<file path="src/rtl/mem_lsu_stage.sv">
// mem_lsu_stage: load/store unit between EX and WB.
// Accepts one op per handshake. It issues a single outstanding valid/ready request
// to data memory, then aligns and extends the load response. The result is returned
// through a registered output that honours WB backpressure. A flush kills the pending
// op and any in-flight request.
module mem_lsu_stage #(
    parameter int DATA_W  = 32,
    parameter int ADDR_W  = 32,
    parameter int TAG_W   = 6,
    parameter int RD_W    = 5,
    parameter int TIMEOUT = 256
) (
    input  logic                clk,
    input  logic                rst,
    input  logic                flush,
    input  logic                in_valid,
    output logic                in_ready,
    input  logic [1:0]          in_op,
    input  logic [2:0]          in_funct3,
    input  logic [ADDR_W-1:0]   in_addr,
    input  logic [DATA_W-1:0]   in_wdata,
    input  logic [RD_W-1:0]     in_rd,
    input  logic [TAG_W-1:0]    in_tag,
    output logic                req_valid,
    input  logic                req_ready,
    output logic                req_we,
    output logic [ADDR_W-1:0]   req_addr,
    output logic [DATA_W-1:0]   req_wdata,
    output logic [DATA_W/8-1:0] req_mask,
    input  logic                rsp_valid,
    input  logic                rsp_err,
    input  logic [DATA_W-1:0]   rsp_rdata,
    output logic                out_valid,
    input  logic                out_ready,
    output logic [RD_W-1:0]     out_rd,
    output logic [TAG_W-1:0]    out_tag,
    output logic [DATA_W-1:0]   out_data,
    output logic                out_exc,
    output logic [3:0]          out_exc_code
);

    localparam int NB    = DATA_W / 8;
    localparam int OFF_W = $clog2(NB);
    localparam int TMR_W = (TIMEOUT > 2) ? $clog2(TIMEOUT) : 1;
    localparam logic [TMR_W-1:0] TMR_LAST = TMR_W'(TIMEOUT - 1);

    localparam logic [1:0] OP_NONE  = 2'd0;
    localparam logic [1:0] OP_LOAD  = 2'd1;
    localparam logic [1:0] OP_STORE = 2'd2;
    localparam logic [1:0] OP_RSVD  = 2'd3;

    localparam logic [3:0] EXC_ILLEGAL   = 4'd2;
    localparam logic [3:0] EXC_LD_MISAL  = 4'd4;
    localparam logic [3:0] EXC_LD_FAULT  = 4'd5;
    localparam logic [3:0] EXC_ST_MISAL  = 4'd6;
    localparam logic [3:0] EXC_ST_FAULT  = 4'd7;

    typedef enum logic [1:0] {S_IDLE, S_REQ, S_WAIT, S_DRAIN} state_t;

    // Byte enables covering (1<<sz) lanes starting at lane off.
    function automatic logic [NB-1:0] lane_mask(input logic [1:0] sz, input logic [OFF_W-1:0] off);
        logic [NB-1:0] m;
        int o;
        m = '0;
        o = int'(off);
        for (int i = 0; i < NB; i++) begin
            if (i >= o && i < o + (1 << sz)) m[i] = 1'b1;
        end
        return m;
    endfunction

    // True when the byte offset is not a multiple of the access size.
    function automatic logic is_misaligned(input logic [1:0] sz, input logic [OFF_W-1:0] off);
        return (int'(off) & ((1 << sz) - 1)) != 0;
    endfunction

    // Moves the addressed bytes to bit 0, then sign- or zero-extends them from the access width.
    function automatic logic [DATA_W-1:0] load_extract(input logic [DATA_W-1:0] data,
                                                       input logic [2:0] f3,
                                                       input logic [OFF_W-1:0] off);
        logic [DATA_W-1:0] s;
        logic sgn;
        int w;
        s = data >> {off, 3'b000};
        w = 8 << f3[1:0];
        if (w >= DATA_W) return s;
        sgn = ~f3[2] & s[w-1];
        for (int i = 0; i < DATA_W; i++) begin
            if (i >= w) s[i] = sgn;
        end
        return s;
    endfunction

    state_t              state_q, state_d;
    logic [TMR_W-1:0]    timer_q, timer_d;
    logic                we_q, we_d;
    logic [2:0]          f3_q, f3_d;
    logic [OFF_W-1:0]    off_q, off_d;
    logic [ADDR_W-1:0]   req_addr_q, req_addr_d;
    logic [DATA_W-1:0]   req_wdata_q, req_wdata_d;
    logic [NB-1:0]       req_mask_q, req_mask_d;
    logic [RD_W-1:0]     rd_q, rd_d;
    logic [TAG_W-1:0]    tag_q, tag_d;
    logic                out_valid_q, out_valid_d;
    logic [RD_W-1:0]     out_rd_q, out_rd_d;
    logic [TAG_W-1:0]    out_tag_q, out_tag_d;
    logic [DATA_W-1:0]   out_data_q, out_data_d;
    logic                out_exc_q, out_exc_d;
    logic [3:0]          out_exc_code_q, out_exc_code_d;

    logic                out_space;
    logic                accept;
    logic                illegal;
    logic [OFF_W-1:0]    acc_off;

    assign acc_off   = in_addr[OFF_W-1:0];
    assign out_space = !out_valid_q || out_ready;
    assign in_ready  = (state_q == S_IDLE) && !flush && out_space;
    assign accept    = in_valid && in_ready;

    assign req_valid    = (state_q == S_REQ);
    assign req_we       = we_q;
    assign req_addr     = req_addr_q;
    assign req_wdata    = req_wdata_q;
    assign req_mask     = req_mask_q;
    assign out_valid    = out_valid_q;
    assign out_rd       = out_rd_q;
    assign out_tag      = out_tag_q;
    assign out_data     = out_data_q;
    assign out_exc      = out_exc_q;
    assign out_exc_code = out_exc_code_q;

    // Decode of encodings that cannot be executed at this data width.
    always_comb begin
        illegal = 1'b0;
        if (in_op == OP_RSVD) illegal = 1'b1;
        if (DATA_W == 32 && in_funct3[1:0] == 2'd3) illegal = 1'b1;
        if (in_op == OP_LOAD && in_funct3 == 3'd7) illegal = 1'b1;
        if (in_op == OP_STORE && in_funct3[2]) illegal = 1'b1;
    end

    // Next-state logic for the request FSM, the latched op and the output register.
    always_comb begin
        state_d        = state_q;
        timer_d        = timer_q;
        we_d           = we_q;
        f3_d           = f3_q;
        off_d          = off_q;
        req_addr_d     = req_addr_q;
        req_wdata_d    = req_wdata_q;
        req_mask_d     = req_mask_q;
        rd_d           = rd_q;
        tag_d          = tag_q;
        out_valid_d    = out_valid_q && !out_ready;
        out_rd_d       = out_rd_q;
        out_tag_d      = out_tag_q;
        out_data_d     = out_data_q;
        out_exc_d      = out_exc_q;
        out_exc_code_d = out_exc_code_q;

        unique case (state_q)
            S_IDLE: begin
                if (accept) begin
                    if (in_op == OP_NONE) begin
                        out_valid_d    = 1'b1;
                        out_rd_d       = in_rd;
                        out_tag_d      = in_tag;
                        out_data_d     = DATA_W'(in_addr);
                        out_exc_d      = 1'b0;
                        out_exc_code_d = 4'd0;
                    end else if (illegal || is_misaligned(in_funct3[1:0], acc_off)) begin
                        out_valid_d    = 1'b1;
                        out_rd_d       = in_rd;
                        out_tag_d      = in_tag;
                        out_data_d     = '0;
                        out_exc_d      = 1'b1;
                        if (illegal)               out_exc_code_d = EXC_ILLEGAL;
                        else if (in_op == OP_LOAD) out_exc_code_d = EXC_LD_MISAL;
                        else                       out_exc_code_d = EXC_ST_MISAL;
                    end else begin
                        state_d     = S_REQ;
                        we_d        = (in_op == OP_STORE);
                        f3_d        = in_funct3;
                        off_d       = acc_off;
                        req_addr_d  = {in_addr[ADDR_W-1:OFF_W], {OFF_W{1'b0}}};
                        req_wdata_d = in_wdata << {acc_off, 3'b000};
                        req_mask_d  = lane_mask(in_funct3[1:0], acc_off);
                        rd_d        = in_rd;
                        tag_d       = in_tag;
                    end
                end
            end
            S_REQ: begin
                if (req_ready) begin
                    state_d = S_WAIT;
                    timer_d = '0;
                end
            end
            S_WAIT: begin
                timer_d = timer_q + 1'b1;
                if (rsp_valid) begin
                    state_d        = S_IDLE;
                    out_valid_d    = 1'b1;
                    out_rd_d       = rd_q;
                    out_tag_d      = tag_q;
                    out_exc_d      = rsp_err;
                    out_exc_code_d = rsp_err ? (we_q ? EXC_ST_FAULT : EXC_LD_FAULT) : 4'd0;
                    out_data_d     = (rsp_err || we_q) ? '0 : load_extract(rsp_rdata, f3_q, off_q);
                end else if (TIMEOUT != 0 && timer_q == TMR_LAST) begin
                    state_d        = S_IDLE;
                    out_valid_d    = 1'b1;
                    out_rd_d       = rd_q;
                    out_tag_d      = tag_q;
                    out_exc_d      = 1'b1;
                    out_exc_code_d = we_q ? EXC_ST_FAULT : EXC_LD_FAULT;
                    out_data_d     = '0;
                end
            end
            S_DRAIN: begin
                if (rsp_valid) state_d = S_IDLE;
            end
            default: state_d = S_IDLE;
        endcase

        // Flush overrides everything: a pending result is dropped and any issued request must drain.
        if (flush) begin
            out_valid_d = 1'b0;
            unique case (state_q)
                S_REQ:   state_d = req_ready ? S_DRAIN : S_IDLE;
                S_WAIT:  state_d = S_DRAIN;
                S_DRAIN: state_d = S_DRAIN;
                default: state_d = S_IDLE;
            endcase
        end
    end

    // State and data registers with synchronous active-low reset.
    always_ff @(posedge clk) begin
        if (!rst) begin
            state_q        <= S_IDLE;
            timer_q        <= '0;
            we_q           <= 1'b0;
            f3_q           <= '0;
            off_q          <= '0;
            req_addr_q     <= '0;
            req_wdata_q    <= '0;
            req_mask_q     <= '0;
            rd_q           <= '0;
            tag_q          <= '0;
            out_valid_q    <= 1'b0;
            out_rd_q       <= '0;
            out_tag_q      <= '0;
            out_data_q     <= '0;
            out_exc_q      <= 1'b0;
            out_exc_code_q <= '0;
        end else begin
            state_q        <= state_d;
            timer_q        <= timer_d;
            we_q           <= we_d;
            f3_q           <= f3_d;
            off_q          <= off_d;
            req_addr_q     <= req_addr_d;
            req_wdata_q    <= req_wdata_d;
            req_mask_q     <= req_mask_d;
            rd_q           <= rd_d;
            tag_q          <= tag_d;
            out_valid_q    <= out_valid_d;
            out_rd_q       <= out_rd_d;
            out_tag_q      <= out_tag_d;
            out_data_q     <= out_data_d;
            out_exc_q      <= out_exc_d;
            out_exc_code_q <= out_exc_code_d;
        end
    end

endmodule

</file>
<file path="config.mk">
export PLATFORM = sky130hd
export DESIGN_NAME = mem_lsu_stage
export DESIGN_NICKNAME = d
export VERILOG_FILES = /design/src/rtl/mem_lsu_stage.sv
export SDC_FILE = /design/constraint.sdc
export NUM_CORES = 1
export LEC_CHECK = 0
export CAP_MARGIN = 20
export CORE_MARGIN = 2
export CORE_UTILIZATION = 42
export CTS_BUF_LIST = sky130_fd_sc_hd__clkbuf_2 sky130_fd_sc_hd__clkbuf_4 sky130_fd_sc_hd__clkbuf_8
export CTS_CLUSTER_DIAMETER = 100
export CTS_CLUSTER_SIZE = 40
export DETAILED_ROUTE_END_ITERATION = 10
export GPL_TIMING_DRIVEN = 0
export PLACE_DENSITY = 0.78
export SLEW_MARGIN = 40
export SYNTH_ARGS = -nofsm -noshare
export SYNTH_HDL_FRONTEND = slang
export SYNTH_SLANG_ARGS = --single-unit
</file>
<file path="constraint.sdc">
create_clock -name clk -period 2.28 [get_ports clk]
set_input_delay 0.456 -clock clk [delete_from_list [all_inputs] [get_ports clk]]
set_output_delay 0.456 -clock clk [all_outputs]
set_load 0.02 [all_outputs]
</file>
Fig. 1: signal wires on met4
The bar under the picture is 50 um long.
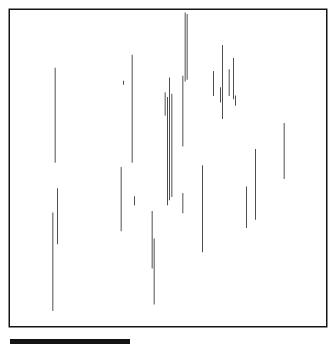
main direction: vertical
longest straight run: 51.0 um
post-detailed-routing wire length: 26520 um
number of vias in the routed layout: 7663

Fig. 2: cells coloured by class
The bar under the picture is 50 um long. Fill, decap, tap and diode cells in grey.
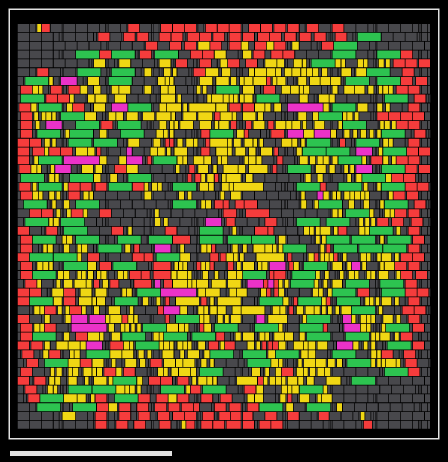
[clock drivers and dummy loads] magenta | cells: 30
[all other logic] yellow | cells: 648
[other buffers and delay cells] red | cells: 314
[flip-flops] green | cells: 141
core area: 0.01594 sq mm
share of the final layout cell area in sequential cells: 27.79%
Non-Filler Cell Area, Final: 0.01016 sq mm
Row Count: 46
final cell utilization of the core: 63.70%

Fig. 3: selected gate families
The bar under the picture is 50 um long.
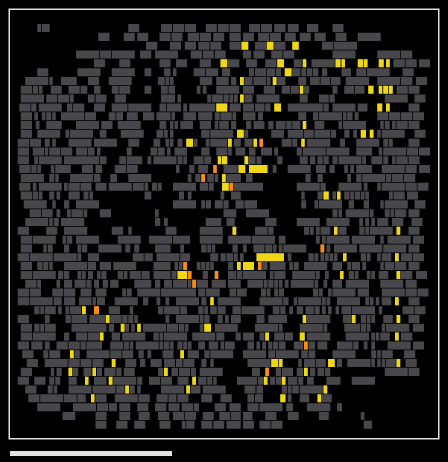
[inverters] orange | cells: 13
[NOR gates] yellow | cells: 89 | where: all over the die
Top cell excl fill/tap: sky130_fd_sc_hd__clkdlybuf4s50_1
logic gate fraction of the total cell area: 37.12%

Fig. 4: metal layers overlaid
The bar under the picture is 50 um long.
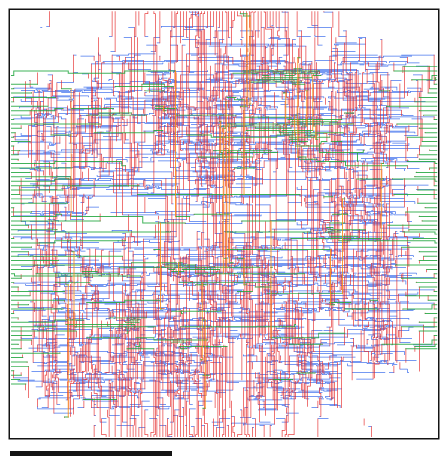
[met4] orange | wire length: 656 um
[met3] green | wire length: 2620 um
[met1] blue | wire length: 10800 um
[met2] red | wire length: 12400 um

[flip-flops by register name, indices dropped and copies added, names as in the netlist, 3 cells and up]
name,cells
out_data,32
req_wdata,32
req_addr,30
timer_q,8
out_tag,6
tag_q,6
out_rd,5
rd_q,5
req_mask,4
f3_q,3
out_exc_code,3
[final cells by class]
type | count | area, sq um | share of cell area, %
Sequential cell | 141 | 2823 | 27.79
Buffer | 75 | 434.2 | 4.275
Clock buffer | 22 | 284.0 | 2.797
Tap cell | 216 | 270.3 | 2.661
Multi-Input combinational cell | 635 | 3770 | 37.12
Clock inverter | 8 | 140.1 | 1.380
Timing Repair Buffer | 239 | 2385 | 23.48
Inverter | 13 | 50.05 | 0.4928
==> report_table.html <==
<h3>Flow metrics</h3>
<table>
<tr><th>Metric</th><th>Value</th></tr>
<tr><th colspan="2">Status</th></tr>
<tr><td>Status</td><td>finished, final reports clean</td></tr>
<tr><th colspan="2">Final timing</th></tr>
<tr><td>Setup skew after layout</td><td>0.01142 ns</td></tr>
<tr><td>Max_slew headroom</td><td>46.65%</td></tr>
<tr><td>Setup-violating endpoint count in the final report</td><td>0</td></tr>
<tr><th colspan="2">Critical path</th></tr>
<tr><td>Largest stage delay on the critical path</td><td>0.38 ns</td></tr>
<tr><td>Setup crit end</td><td>out_data[0]</td></tr>
<tr><td>Critical Path Slowest Stage Cell</td><td>sky130_fd_sc_hd__dfxtp_1</td></tr>
<tr><td>Buffer-and-inverter tally for the worst setup path</td><td>2</td></tr>
<tr><td>Maximum fanout along the worst path</td><td>10</td></tr>
<tr><th colspan="2">Run</th></tr>
<tr><td>Tool Warnings</td><td>31</td></tr>
<tr><th colspan="2">Layout</th></tr>
<tr><td>Most common logic cells in the final layout</td><td>sky130_fd_sc_hd__clkdlybuf4s50_1, sky130_fd_sc_hd__nand2_1, sky130_fd_sc_hd__dfxtp_1</td></tr>
<tr><td>Synth-to-layout area growth</td><td>47.47%</td></tr>
<tr><th colspan="2">Synthesis</th></tr>
<tr><td>Gate count of the mapped netlist</td><td>863</td></tr>
<tr><td>Synth area leader</td><td>sky130_fd_sc_hd__dfxtp_1</td></tr>
<tr><td>Most frequent cell after synthesis</td><td>sky130_fd_sc_hd__nand2_1</td></tr>
<tr><td>Post-Syn Area per Cell</td><td>7.980 sq um</td></tr>
<tr><td>Dominant comb cell</td><td>simple AND/OR/NAND/NOR gates</td></tr>
<tr><td>Top-area cell share</td><td>40.99%</td></tr>
<tr><th colspan="2">Worst hold path</th></tr>
<tr><td>Hold Path Class</td><td>in -&gt; reg</td></tr>
<tr><th colspan="2">Clocking</th></tr>
<tr><td>Buffer count from post-CTS setup fixing</td><td>3</td></tr>
<tr><td>Clock latency on the worst-skew pair</td><td>0.46 ns</td></tr>
<tr><th colspan="2">Floorplanning</th></tr>
<tr><td>Floorplan core density</td><td>43.20%</td></tr>
<tr><th colspan="2">Global routing</th></tr>
<tr><td>GR met3 Demand/Resource</td><td>9.996%</td></tr>
<tr><td>GR Layer Usage met1</td><td>35.63%</td></tr>
<tr><th colspan="2">Power</th></tr>
<tr><td>Switching power share of the total</td><td>26.39%</td></tr>
</table>
Power is estimated from default activity; no workload was simulated.
